==> config.mk <==
export PLATFORM = sky130hd
export DESIGN_NAME = hs_receiver_fifo
export DESIGN_NICKNAME = d
export VERILOG_FILES = /design/src/rtl/hs_receiver_fifo_pkg.sv /design/src/rtl/sync_fifo.sv /design/src/rtl/hs_receiver_fifo.sv
export SDC_FILE = /design/constraint.sdc
export NUM_CORES = 1
export LEC_CHECK = 0
export CAP_MARGIN = 20
export CORE_MARGIN = 2
export CORE_UTILIZATION = 57
export CTS_BUF_LIST = sky130_fd_sc_hd__clkbuf_2
export CTS_CLUSTER_DIAMETER = 80
export DETAILED_ROUTE_END_ITERATION = 16
export GPL_ROUTABILITY_DRIVEN = 0
export PLACE_DENSITY = 0.85
export SLEW_MARGIN = 30
export SYNTH_ARGS = -nofsm -noshare
export SYNTH_HDL_FRONTEND = slang
export SYNTH_SLANG_ARGS = --single-unit
export TNS_END_PERCENT = 1
==> constraint.sdc <==
create_clock -name clk -period 3.02 [get_ports clk]
set_input_delay 0.604 -clock clk [delete_from_list [all_inputs] [get_ports clk]]
set_output_delay 0.604 -clock clk [all_outputs]
set_load 0.1 [all_outputs]
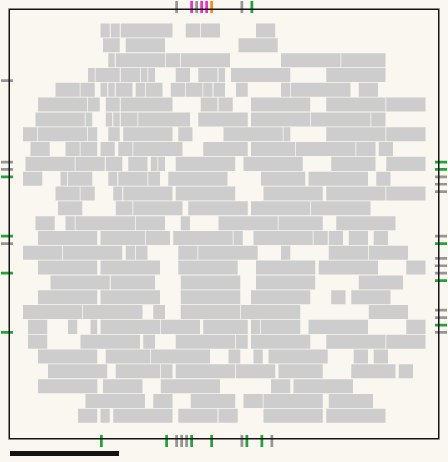
Fig. 1. Ports around the boundary.
Scale bar: 20 um. Pins as bars across the die edge, other pins in gray.
`DataIn` -> green  # pins 16, direction input, edge 6 bottom, 5 right, 4 left, 1 top
`OutReady` -> orange  # pins 1, direction input, edge top
`Level` -> magenta  # pins 3, direction output, edge top
height of the chip: 78.57 um
die boundary width: 78.57 um
count of input and output buffers: 41

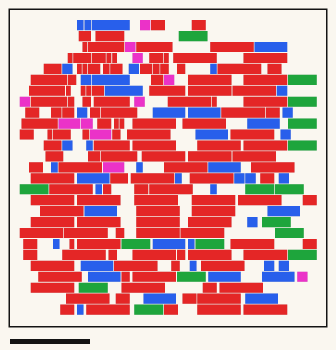
Fig. 2. Cell sizes after repair.
Scale bar: 20 um.
x2 -> blue  # cells 46
x6 and larger -> green  # cells 16
x3 and x4 -> magenta  # cells 11
x1 and smaller -> red  # cells 143
nonclk buf count: 42
final critical-path setup slack: 208.9 ps
Finished Cell Area: 3859 sq um
Syn-to-layout area delta: 21.75%

==> Flow_metrics.wiki <==
== Metrics ==
{| class="wikitable"
! Metric !! Value
|-
| Outcome || finished clean
|-
| Slew of the pin with the lowest slew margin || slightly below 800 ps
|-
| Proportion of register bits with asynchronous set or reset after synthesis || between 10% and 20%
|-
| TritonCTS buffer count || 9
|-
| Library cell contributing the largest single delay on the critical path || mux4_2
|-
| Worst rel slew slack || 47.75%
|-
| Area share of the largest cell type after synthesis || around 61%
|-
| Required time at the endpoint of the critical path || 2420 ps
|-
| Total standard cell area after synthesis || 3169 sq um
|-
| Logic area || ~830 sq um
|-
| Met1 track demand over resource || a little under a quarter
|-
| Share of the yosys chip area belonging to registers || between 70% and 80%
|-
| IO Pins || 42
|-
| Xor/xnor cell area share of the yosys netlist || roughly 1.9%
|-
| Dominant class by area || flip-flops and latches
|-
| Fraction of cell area in non-clock buffers || between 10 and 15%
|-
| Most common library cells after synthesis || 64 x edfxtp_1, 17 x and2_1, 16 x mux4_2
|-
| Adder share || 3.000%
|-
| Top cells excl fill/tap || 64 x edfxtp_1, 19 x clkdlybuf4s50_1, 16 x mux4_2, 16 x buf_12, 12 x clkbuf_2
|-
| Placed Cells || approximately 270
|-
| Antenna violations before repair || 0
|-
| Worst clock skew || 11.50 ps
|-
| Hold slack || just under 400 ps
|-
| DRC errors left || 0
|-
| Average wire length per cell after detail routing || between 15 and 20 um
|-
| Clk pin slew, worst setup/hold paths || 180 ps
|-
| Sequential cells || slightly below 80
|-
| Main flop type || edfxtp_1
|-
| Final core occ || slightly above 70%
|-
| Core Footprint || about 5400 sq um
|-
| Sort of element at the start of the critical path || register
|-
| Worst path arrival time || about 2200 ps
|-
| Post-Synthesis Net Count || 194
|-
| Non-Clock Inverter Count || 8
|-
| Total buffers and inverters traversed by the critical path || 2
|-
| Setup_tns || 0 ps
|-
| Routed Wire Length || 5340 um
|-
| Tap cell instance count || a little over 70
|-
| DP Area || between 3000 and 4000 sq um
|-
| Antenna diode instance count || 0
|-
| Portion of the layout cell area used by clock cells || 1.881%
|-
| Cell taking the most area after synthesis || edfxtp_1
|-
| Multi-input combinational gate total || roughly 73
|-
| Htree depth || 3
|-
| Filler Cells Inserted || about 350
|-
| Clock tree from TritonCTS || done
|-
| Yosys simple share || about 6.6%
|-
| Final number of setup-violating endpoints || 0
|-
| Clk ins delay skew pair || around 500 ps
|-
| Register-to-register path setup slack || 640 ps
|-
| Fraction of area in multi-input gates || a little over a fifth
|-
| Fin crit share || between 90% and 100%
|-
| Share of synthesized area spent on multiplexers || a little over an eighth
|-
| Highest layer used for signal routing || met4
|-
| Type of the tightest min-delay check || in2async
|-
| Vias || roughly 1600
|-
| Setup repair after global routing missed its margin || no
|-
| Total length of routed met2 wires || 2897 um
|-
| Most frequent cell after synthesis || edfxtp_1
|-
| Residual antenna-violating net count after detailed routing || 0
|-
| Number of enable flip-flop cells || 64
|-
| Path length in cells of the critical path || 4
|-
| Std-Cell Rows || 27
|-
| Main logic family || multiplexers
|-
| Count of tool warnings || 29
|-
| Iteration-0 DRC count of the detailed router || 115
|-
| Largest cells by area after synthesis || edfxtp_1 61%, mux4_2 11%, dfrtp_1 11%
|-
| Initial cell density of the core || around 58%
|-
| Chip area line of the yosys report || 3169 sq um
|-
| DP HPWL || roughly 3600 um
|-
| Share of post-route cells with drive strength above 1 || between 30% and 40%
|-
| Cell class contributing the biggest share of worst-path delay || multiplexers
|-
| Met1 Routed Length || about 2000 um
|-
| Cell chain of the critical path || buf_4, mux4_2, and2_2, buf_12
|-
| Total overflow reported by the global router || 0
|-
| Met2 routing resource usage after global routing || ~33%
|-
| Resized Gates After CTS || 0
|-
| # hold bufs at CTS || 0
|-
| Number of storage elements in the synthesis netlist || 78
|-
| Number of slew-limit violations in the final report || 0
|-
| Overall chip area || around 6200 sq um
|-
| Post-CTS Setup Bufs || 0
|-
| Sequential cell area || 2276 sq um
|-
| Final Hold Violation Tally || 0
|-
| Startpoint-to-endpoint class of the critical path || reg2out
|-
| Max reg flops || around 64
|-
| Clock tree root buffer cell || clkbuf_2
|-
| Number of max-cap violations || 0
|}
